File: src/rtl/m_execute_writeback_pkg.sv
`default_nettype none
// ============================================================================
// Module  : m_execute_writeback_pkg
// Brief   : Opcode constants and sequencer state encoding shared by the
//           execute/write-back block and its ALU.
// Revision: 1.0 - initial release
// ============================================================================
package m_execute_writeback_pkg;

  // Opcode field instr[7:4]; it is also the destination register number.
  localparam logic [3:0] OP_NOP = 4'd0;
  localparam logic [3:0] OP_NOT = 4'd1;
  localparam logic [3:0] OP_OR  = 4'd2;
  localparam logic [3:0] OP_AND = 4'd3;
  localparam logic [3:0] OP_ADD = 4'd4;
  localparam logic [3:0] OP_RLF = 4'd5;
  localparam logic [3:0] OP_RRT = 4'd6;
  localparam logic [3:0] OP_SLE = 4'd7;
  localparam logic [3:0] OP_SGE = 4'd8;
  localparam logic [3:0] OP_BFS = 4'd9;
  localparam logic [3:0] OP_JAL = 4'd10;
  localparam logic [3:0] OP_LLI = 4'd11;
  localparam logic [3:0] OP_LHI = 4'd12;
  localparam logic [3:0] OP_LW  = 4'd13;
  localparam logic [3:0] OP_SW  = 4'd14;
  localparam logic [3:0] OP_MOV = 4'd15;

  // Sequencer states
  typedef enum logic [1:0] {
    S_IDLE = 2'd0,
    S_EXEC = 2'd1,
    S_MEM  = 2'd2,
    S_WB   = 2'd3
  } state_t;

endpackage : m_execute_writeback_pkg
`default_nettype wire

File: src/rtl/m_execute_writeback_alu.sv
`default_nettype none
// ============================================================================
// Module  : m_alu
// Brief   : Combinational result generator for the execute stage. Produces an
//           8-bit result (carries dropped); nop/lw/sw yield zero.
// Revision: 1.0 - initial release
// ============================================================================
module m_alu
  import m_execute_writeback_pkg::*;
(
  input  logic [3:0] i_opcode,
  input  logic [7:0] i_h,
  input  logic [7:0] i_l,
  input  logic [3:0] i_f,
  input  logic [7:0] i_pc,
  output logic [7:0] o_result
);

  // Select the result for the decoded opcode
  always_comb begin
    o_result = 8'h00;
    case (i_opcode)
      OP_NOT:  o_result = ~i_l;
      OP_OR:   o_result = i_h | i_l;
      OP_AND:  o_result = i_h & i_l;
      OP_ADD:  o_result = i_h + i_l;
      OP_RLF:  o_result = {i_l[6:0], i_l[7]};
      OP_RRT:  o_result = {i_l[0], i_l[7:1]};
      OP_SLE:  o_result = {7'd0, (i_h <= i_l)};
      OP_SGE:  o_result = {7'd0, (i_h >= i_l)};
      OP_BFS:  o_result = i_h | (8'd1 << i_l[2:0]);
      OP_JAL:  o_result = i_pc + 8'd1;
      OP_LLI:  o_result = {i_h[7:4], i_f};
      OP_LHI:  o_result = {i_f, i_h[3:0]};
      OP_MOV:  o_result = i_l;
      default: o_result = 8'h00;
    endcase
  end

endmodule : m_alu
`default_nettype wire

File: src/rtl/m_execute_writeback.sv
`default_nettype none
// ============================================================================
// Module  : m_execute_writeback
// Brief   : Execute/write-back sequencer between fetch and the register file.
//           Latches one instruction with its operands, computes the result or
//           runs a memory access, then strobes the write-back port.
// Revision: 1.0 - initial release
// ============================================================================
module m_execute_writeback
  import m_execute_writeback_pkg::*;
#(
  parameter int MEM_TIMEOUT = 16
)
(
  input  logic       w_clock,
  input  logic       w_reset,
  input  logic       w_instr_valid,
  output logic       w_ready,
  input  logic [7:0] w_bus_instr_word,
  input  logic [7:0] w_bus_high_reg,
  input  logic [7:0] w_bus_low_reg,
  input  logic [7:0] w_bus_pc,
  output logic [7:0] w_bus_write_back_value,
  output logic [3:0] w_bus_write_back_reg,
  output logic       w_write_back,
  output logic       w_jump,
  output logic [7:0] w_bus_jump_target,
  output logic       w_mem_req,
  output logic       w_mem_we,
  output logic [7:0] w_bus_mem_addr,
  output logic [7:0] w_bus_mem_wdata,
  input  logic [7:0] w_bus_mem_rdata,
  input  logic       w_mem_ack,
  output logic       w_mem_error
);

  localparam int CW = (MEM_TIMEOUT > 1) ? $clog2(MEM_TIMEOUT) : 1;

  state_t r_state;
  state_t w_next_state;

  logic [7:0]    r_instr;
  logic [7:0]    r_high;
  logic [7:0]    r_low;
  logic [7:0]    r_pc;
  logic [CW-1:0] r_cnt;
  logic [7:0]    r_wb_value;
  logic [3:0]    r_wb_reg;
  logic [7:0]    r_jump_target;
  logic          r_is_jal;
  logic          r_mem_we;
  logic [7:0]    r_mem_addr;
  logic [7:0]    r_mem_wdata;
  logic          r_mem_error;

  logic [3:0]    w_opcode;
  logic [7:0]    w_alu_result;
  logic          w_timeout;

  assign w_opcode  = r_instr[7:4];
  assign w_timeout = (r_cnt == CW'(MEM_TIMEOUT - 1));

  m_alu u_alu (
    .i_opcode (w_opcode),
    .i_h      (r_high),
    .i_l      (r_low),
    .i_f      (r_instr[3:0]),
    .i_pc     (r_pc),
    .o_result (w_alu_result)
  );

  // State register
  always_ff @(posedge w_clock) begin
    if (w_reset) r_state <= S_IDLE;
    else         r_state <= w_next_state;
  end

  // Next-state decode
  always_comb begin
    w_next_state = r_state;
    case (r_state)
      S_IDLE: if (w_instr_valid) w_next_state = S_EXEC;
      S_EXEC: begin
        if (w_opcode == OP_NOP)                          w_next_state = S_IDLE;
        else if (w_opcode == OP_LW || w_opcode == OP_SW) w_next_state = S_MEM;
        else                                             w_next_state = S_WB;
      end
      S_MEM: begin
        if (w_mem_ack)      w_next_state = r_mem_we ? S_IDLE : S_WB;
        else if (w_timeout) w_next_state = S_IDLE;
      end
      S_WB:    w_next_state = S_IDLE;
      default: w_next_state = S_IDLE;
    endcase
  end

  // Operand latch, result/memory registers and timeout counter
  always_ff @(posedge w_clock) begin
    if (w_reset) begin
      r_instr       <= 8'h00;
      r_high        <= 8'h00;
      r_low         <= 8'h00;
      r_pc          <= 8'h00;
      r_cnt         <= '0;
      r_wb_value    <= 8'h00;
      r_wb_reg      <= 4'h0;
      r_jump_target <= 8'h00;
      r_is_jal      <= 1'b0;
      r_mem_we      <= 1'b0;
      r_mem_addr    <= 8'h00;
      r_mem_wdata   <= 8'h00;
      r_mem_error   <= 1'b0;
    end else begin
      case (r_state)
        S_IDLE: begin
          if (w_instr_valid) begin
            r_instr <= w_bus_instr_word;
            r_high  <= w_bus_high_reg;
            r_low   <= w_bus_low_reg;
            r_pc    <= w_bus_pc;
          end
        end
        S_EXEC: begin
          r_cnt    <= '0;
          r_is_jal <= (w_opcode == OP_JAL);
          if (w_opcode == OP_LW) begin
            r_mem_addr <= r_low;
            r_mem_we   <= 1'b0;
          end else if (w_opcode == OP_SW) begin
            r_mem_addr  <= r_high;
            r_mem_wdata <= r_low;
            r_mem_we    <= 1'b1;
          end else if (w_opcode != OP_NOP) begin
            r_wb_value <= w_alu_result;
            r_wb_reg   <= w_opcode;
            if (w_opcode == OP_JAL) r_jump_target <= r_low;
          end
        end
        S_MEM: begin
          if (w_mem_ack) begin
            if (!r_mem_we) begin
              r_wb_value <= w_bus_mem_rdata;
              r_wb_reg   <= OP_LW;
            end
          end else if (w_timeout) begin
            r_mem_error <= 1'b1;
          end else begin
            r_cnt <= r_cnt + CW'(1);
          end
        end
        default: ;
      endcase
    end
  end

  assign w_ready                = (r_state == S_IDLE);
  assign w_write_back           = (r_state == S_WB);
  assign w_jump                 = (r_state == S_WB) && r_is_jal;
  assign w_mem_req              = (r_state == S_MEM);
  assign w_mem_we               = r_mem_we;
  assign w_bus_mem_addr         = r_mem_addr;
  assign w_bus_mem_wdata        = r_mem_wdata;
  assign w_bus_write_back_value = r_wb_value;
  assign w_bus_write_back_reg   = r_wb_reg;
  assign w_bus_jump_target      = r_jump_target;
  assign w_mem_error            = r_mem_error;

endmodule : m_execute_writeback
`default_nettype wire

File: config.mk
export PLATFORM = sky130hd
export DESIGN_NAME = m_execute_writeback
export DESIGN_NICKNAME = d
export VERILOG_FILES = /design/src/rtl/m_execute_writeback_pkg.sv /design/src/rtl/m_execute_writeback_alu.sv /design/src/rtl/m_execute_writeback.sv
export SDC_FILE = /design/constraint.sdc
export NUM_CORES = 1
export LEC_CHECK = 0
export CAP_MARGIN = 20
export CORE_ASPECT_RATIO = 0.6
export CORE_MARGIN = 3
export CORE_UTILIZATION = 53
export DETAILED_ROUTE_END_ITERATION = 8
export PLACE_DENSITY = 0.8
export SYNTH_ARGS = -nofsm -noshare
export SYNTH_HDL_FRONTEND = slang
export SYNTH_HIERARCHICAL = 1
export SYNTH_SLANG_ARGS = --single-unit
File: constraint.sdc
create_clock -name w_clock -period 2.8 [get_ports w_clock]
set_input_delay 0.56 -clock w_clock [delete_from_list [all_inputs] [get_ports w_clock]]
set_output_delay 0.56 -clock w_clock [all_outputs]
set_load 0.005 [all_outputs]
**Run 1: PDN straps and rails**

The bar under the picture is 50 um long. Pins as bars on the die edge.
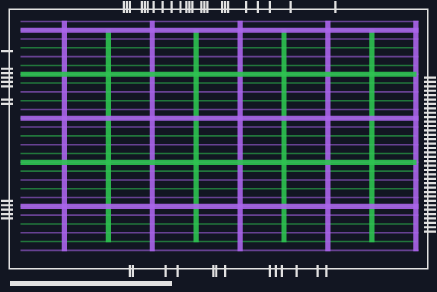
Purple is VSS. Green is VDD.
5 straps on met5. 86 signal pins sit on the boundary.
Die Span X: 129 um
Die H: 79.7 um
largest vdd supply drop: 0.341 mV

**Run 1: cells coloured by class**

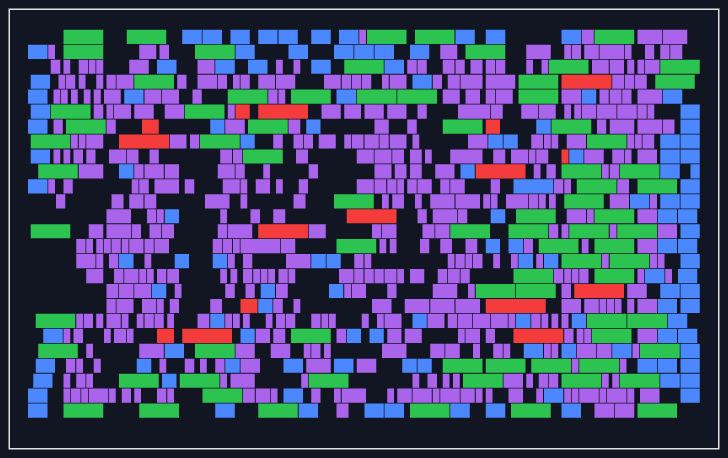
Purple is all other logic, cells 487. Blue is other buffers and delay cells, cells 124. Red is clock drivers and dummy loads, cells 16. Green is flip-flops, cells 77.

**Run 1: clock network drawn from the DEF**

The bar under the picture is 50 um long.
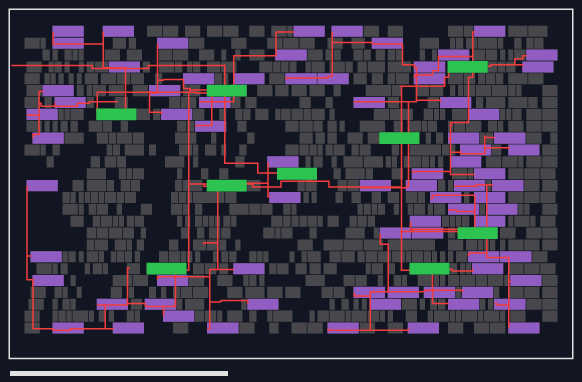
Red is clock wires, length 1050 um. Purple is flip-flops, count 77. Green is cells driving clock nets, count 9.
There are 10 routed clock nets. Position of the flops: widely spread.

**Run 1: signal wires by layer**

The bar under the picture is 50 um long.
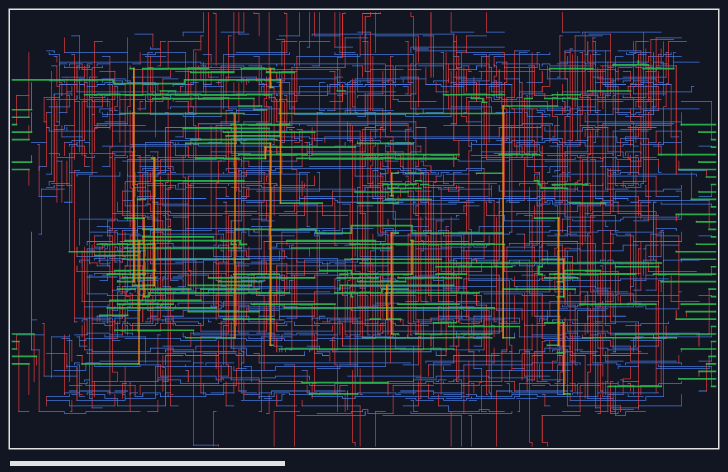
Red is met2, wire length 6920 um. Blue is met1, wire length 7460 um. Orange is met4, wire length 324 um. Green is met3, wire length 1700 um.

==> flow_summary.yaml, run 1 <==
# implementation run metrics
run_status:
  outcome: "finished, final reports clean"
setup_path:
  startpoint_type: "register"
  endpoint: "w_bus_write_back_value[0]$_SDFFE_PP0P_"
  startpoint: "r_low[1]$_SDFFE_PP0P_"
  arrival_ns: 2.66
  crit_chain: "inv_1, ha_1, nor2b_1, o211ai_1, a21oi_1, nor4_1, a2111oi_1, o211ai_1, mux2i_1, a311oi_1"
  regToRegSetupSlack_ns: 0.33
  cp.depth: 10
  critPathTopFamily: "AND-OR/OR-AND gates"
  max_stage_delay_ns: 0.57
  criticalPathCategory: "reg2reg"
  crit_top_cell: "o211ai_1"
  path_buffers: 1
power:
  p_leak_nw: 2.30
  clock_power_mw: 1.19
  net-switching-power_mw: 1.00
  maxPowerGroup: "sequential cells"
  pg_comb_mw: 0.767
  pg_seq_mw: 1.23
  p_seq_share_pct: 38.6
  switching_share_pct: 31.4
  pwr-share-clk_pct: 37.3
  intPower_mw: 2.19
  powerDensity_mw_per_mm2: 521
placement:
  gp_congestion: 0.987
  hpwlAfterDp_um: 12100
  place_inst: 800
grt:
  grt_max_degree: 45
  grt_pass1_vias: 4761
  antenna_found_initial: 0
  grt_pass1_wl_um: 25800
yosys:
  flop_cell: "dfxtp_1"
  ys_sh_simple_pct: 22.3
  mux_share_pct: 7.30
  aoi_share_pct: 22.2
  synth_chip_area_mm2: 0.00480
  avgSynthCellArea_um2: 7.87
  ys_seq_share_pct: 32.1
  ys_sh_adder_pct: 6.42
  async_flop_share_pct: 0
  synth_flops: 77
  top_cells_by_area: "dfxtp_1 (32%), mux2i_1 (7.3%), a21oi_1 (7.1%)"
  most_common_cell: "nand2_1"
  ys_warn_count: 6
  edf_count: 0
  top_logic_kind: "simple AND/OR/NAND/NOR gates"
finish:
  clock_buffers: 10
  layout.cells.non_filler: 816
  finalInstanceArea_mm2: 0.00612
  sh_comb_area_pct: 47.6
  inv_count: 20
  seq_share_pct: 25.2
  signal_buffer_area_fraction_pct: 18.8
  logic_area_mm2: 0.00292
  nets: 767
  mostFrequentLayoutCells: "nand2_1 (89), clkdlybuf4s50_1 (84), dfxtp_1 (77)"
  dominant-cell-class: "combinational gates"
  clock_cell_area_share_pct: 4.90
  flop-count: 77
  seq_area_mm2: 0.00154
  lay_top_count: "nand2_1"
clock_tree:
  postCtsSetupBuffers: 0
  cts_hold_buffers: 0
  clockBufferDepth: 2
  cts_sinks: 77
  root_buffer: "clkbuf_16"
  clk_latency_ns: 0.35
  numCtsBuffers: 9
  clk_pin_slew_worst_paths_ns: 0.06
route:
  wl_um: 16400
  viasPerCell: 6.17
  postRouteAntennaNets: 0
  via_count: 5032
  drt_pass1_iterations: 5
floorplan:
  dieArea_mm2: 0.0103
  ios: 86
  fp_util_pct: 55.4
final_timing:
  clock_skew_ns: 0.00895
  post-route-period-util_pct: 88.1
  min_period_ns: 2.47
  drv_slew: 0
  worstMarginPinSlew_ns: 0.683
  rsz0062_at_grt: "no"
min_path:
  hp-start: "r_instr[3]$_SDFFE_PP0P_"
  hold_path_depth: 2
  hold_path_class: "reg2reg"
flow_run:
  max-cap-violations: 0
==> run 1: metrics by stage <==
| step | hold slack [ns] | power (mW) | setup slack, ns |
|---|---|---|---|
| floorplan | 0.436 | 1.70 | 0.387 |
| global placement | 0.456 | 1.98 | 0.451 |
| detailed placement | 0.475 | 1.99 | 0.411 |
| CTS | 0.484 | 3.18 | 0.389 |
| global route | 0.496 | 3.32 | 0.139 |
| finish | 0.487 | 3.19 | 0.333 |
==> run 1: per-layer routing <==
metal / track usage [%] / share of wire (%) / up-vias
met5: 0 / 0 / -
met4: 8.60 / 2.0 / 0
met3: 6.22 / 10 / 41
met2: 48.2 / 42 / 311
met1: 47.5 / 45 / 2339
li1: - / - / 2341
--- run 2 (diff from run 1) ---
--- a/config.mk
+++ b/config.mk
@@ -7,7 +7,7 @@
 export LEC_CHECK = 0
 export CAP_MARGIN = 20
 export CORE_ASPECT_RATIO = 0.6
-export CORE_MARGIN = 3
+export CORE_MARGIN = 4
 export CORE_UTILIZATION = 53
 export DETAILED_ROUTE_END_ITERATION = 8
 export PLACE_DENSITY = 0.8
==> constraint.sdc (replaced) <==
create_clock -name w_clock -period 2.8 [get_ports w_clock]
set_input_delay 0.42 -clock w_clock [delete_from_list [all_inputs] [get_ports w_clock]]
set_output_delay 0.42 -clock w_clock [all_outputs]
set_load 0.005 [all_outputs]
**Run 2: clock network drawn from the DEF**

The bar under the picture is 50 um long.
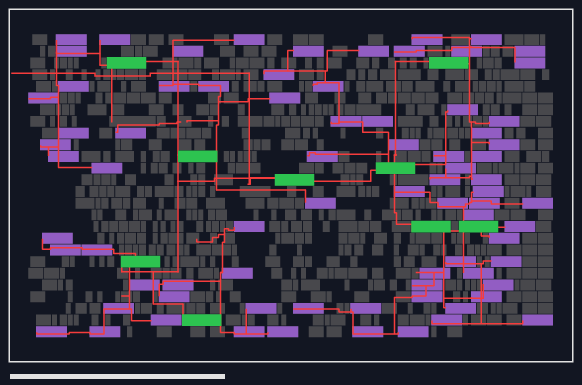
Red is clock wires, length 1110 um. Green is cells driving clock nets, count 9. Purple is flip-flops, count 77.
There are 10 routed clock nets.

**Run 2: PDN straps and rails**

The bar under the picture is 50 um long. Pins as bars on the die edge.
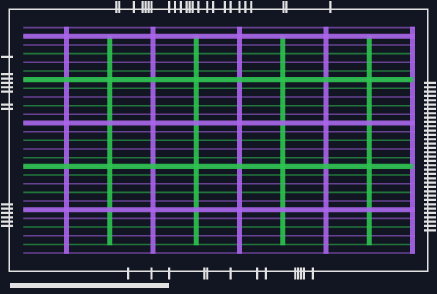
Green is VDD. Purple is VSS.
27 met1 rails follow the rows. 9 straps on met4. The core has 26 rows. 86 signal pins sit on the boundary. 5 straps on met5.

==> run 2 against run 1 <==
Effect of this change:
- via count is essentially flat
- sequential cell count unchanged
- register-to-register slack worse by 0.12 ns
- critical endpoint is now w_bus_write_back_value[6]$_SDFFE_PP0P_
- sequential share of layout area up 0.23 points
- combinational power decreased by 0.7%
- maximum frequency shrank 4.7%
- total power down 0.72%
- largest cell class unchanged
==> flow_summary.yaml, run 2 <==
# implementation run metrics
run_status:
  outcome: "finished, final reports clean"
finish:
  final_layout_size_suffix_gt1_share_pct: 9.04
  layout.cells.non_filler: 809
  fill_cells: 686
  clock_buffers: 9
  antenna_cells: 0
  nets: 761
  finalInstanceArea_mm2: 0.00607
  logic_area_mm2: 0.00292
  seq_area_mm2: 0.00154
  sh_comb_area_pct: 48.0
  mostFrequentLayoutCells: "nand2_1 (89), clkdlybuf4s50_1 (84), dfxtp_1 (77)"
  seq_share_pct: 25.4
  fin_util_pct: 70.1
  nNonClkBuffers: 118
  multi_input_comb_cells: 467
  clock_cell_area_share_pct: 4.78
  signal_buffer_area_fraction_pct: 18.2
  dominant-cell-class: "combinational gates"
  syn_to_final_growth_pct: 26.5
  flop-count: 77
  lay_top_count: "nand2_1"
  inv_count: 20
yosys:
  synth_flops: 77
  synth_top_area_share_pct: 32.1
  mux_share_pct: 7.30
  synth_xor_xnor_area_share_pct: 2.53
  largest_area_cell: "dfxtp_1"
  most_common_cell: "nand2_1"
  flop_cell: "dfxtp_1"
  ys_sh_simple_pct: 22.3
  ys_seq_share_pct: 32.1
  async_flop_share_pct: 0
  top_logic_kind: "simple AND/OR/NAND/NOR gates"
  synthTopCellsByCount: "nand2_1 (89), dfxtp_1 (77), a21oi_1 (68), nor2_1 (60), mux2i_1 (35)"
  top_cells_by_area: "dfxtp_1 (32%), mux2i_1 (7.3%), a21oi_1 (7.1%)"
  ys_warn_count: 6
  synthesis.area_mm2: 0.00480
  edf_count: 0
  avgSynthCellArea_um2: 7.87
  synth_chip_area_mm2: 0.00480
  netlist_instances: 609
  aoi_share_pct: 22.2
  synth_nets: 677
  ys_cells: 609
  ys_sh_adder_pct: 6.42
  synth_cell_types: 65
grt:
  grt_pass1_wl_um: 25200
  grt-busiest-layer: "met2"
  grt_overflow: 0
  met1_usage_pct: 43.3
  grt_pass1_vias: 4730
  gr-usage-met2_pct: 44.8
  track_usage_pct: 30.7
  antenna_found_initial: 0
  grt_max_degree: 46
  grt_use_met3_pct: 9.16
floorplan:
  ios: 86
  dieArea_mm2: 0.0107
  die_w_um: 131
  n_tap_cell: 112
  fp_util_pct: 55.4
  die_y_um: 81.7
  rows: 26
  coreArea_mm2: 0.00865
final_timing:
  fin_setup_tns_ns: 0
  drv_slew: 0
  final_hold_viol_count: 0
  holdWs_ns: 0.479
  layout_setup_ws_ns: 0.211
  post-route-period-util_pct: 92.5
  min_period_ns: 2.59
  maxSlewHeadroom_pct: 40.1
  rsz0062_at_grt: "no"
  clock_skew_ns: 0.00875
  maxClockFrequency_ghz: 0.386
  setup_viol: 0
  worstMarginPinSlew_ns: 0.899
clock_tree:
  cts_sinks: 77
  cts_hold_buffers: 0
  clk_pin_slew_worst_paths_ns: 0.07
  cts_tree: "yes"
  post_cts_resized: 0
  clk_latency_ns: 0.34
  postCtsSetupBuffers: 0
  htreeDepth: 3
  root_buffer: "clkbuf_16"
  clockBufferDepth: 2
  numCtsBuffers: 9
placement:
  hpwlAfterDp_um: 11800
  placed_area_mm2: 0.00578
  port_buffers: 85
  preCtsSetupSlack_ns: 0.316
  gp_congestion: 1.06
  place_inst: 794
route:
  postRouteAntennaNets: 0
  route.met2.wl_um: 6570
  wl_um: 16100
  drc: 0
  via_count: 5031
  dr_wl_met3_um: 1950
  top_layer: "met4"
  wl_met1_um: 7240
  wl_per_cell_um: 19.9
  viasPerCell: 6.22
  drt-initial-drc-count: 659
  drt_pass1_iterations: 5
power:
  p_leak_nw: 2.27
  power_mw: 3.17
  peakVddDrop_mv: 0.295
  powerDensity_mw_per_mm2: 522
setup_path:
  crit_chain: "ha_1, fa_1, a21o_1, a21oi_1, o311ai_0, xor2_1, o21ai_0, mux2i_1, a311oi_1"
  path_buffers: 0
  max_stage_delay_ns: 0.42
  cpMaxStageDelayCell: "fa_1"
  end_kind: "register"
  crit_path_max_fanout: 6
  startpoint_type: "register"
  criticalPathCategory: "reg2reg"
  arrival_ns: 2.83
  critPathTopFamily: "AND-OR/OR-AND gates"
  required_ns: 3.04
flow_run:
  tool_warnings: 38
  max-cap-violations: 0
min_path:
  hold_path_class: "reg2reg"
==> run 2: final timing paths <==
check	start	to	slack [ns]	depth (start not counted)
setup / recovery	r_high[0]$_SDFFE_PP0P_	w_bus_write_back_value[6]$_SDFFE_PP0P_	0.21	9
hold / removal	r_instr[3]$_SDFFE_PP0P_	r_instr[3]$_SDFFE_PP0P_	0.48	2
setup reg to reg	r_high[0]$_SDFFE_PP0P_	w_bus_write_back_value[6]$_SDFFE_PP0P_	0.21	9
hold reg to reg	r_instr[3]$_SDFFE_PP0P_	r_instr[3]$_SDFFE_PP0P_	0.48	2
==> run 2: power by group <==
part | switching (mW) | leakage (nW) | internal [mW] | total, mW
Combinational | 0.435 | 1.50 | 0.327 | 0.762
Clock | 0.487 | 0.141 | 0.685 | 1.17
Sequential | 0.0712 | 0.627 | 1.16 | 1.23
Power figures rest on the tool's default switching activity, not on a simulated workload.
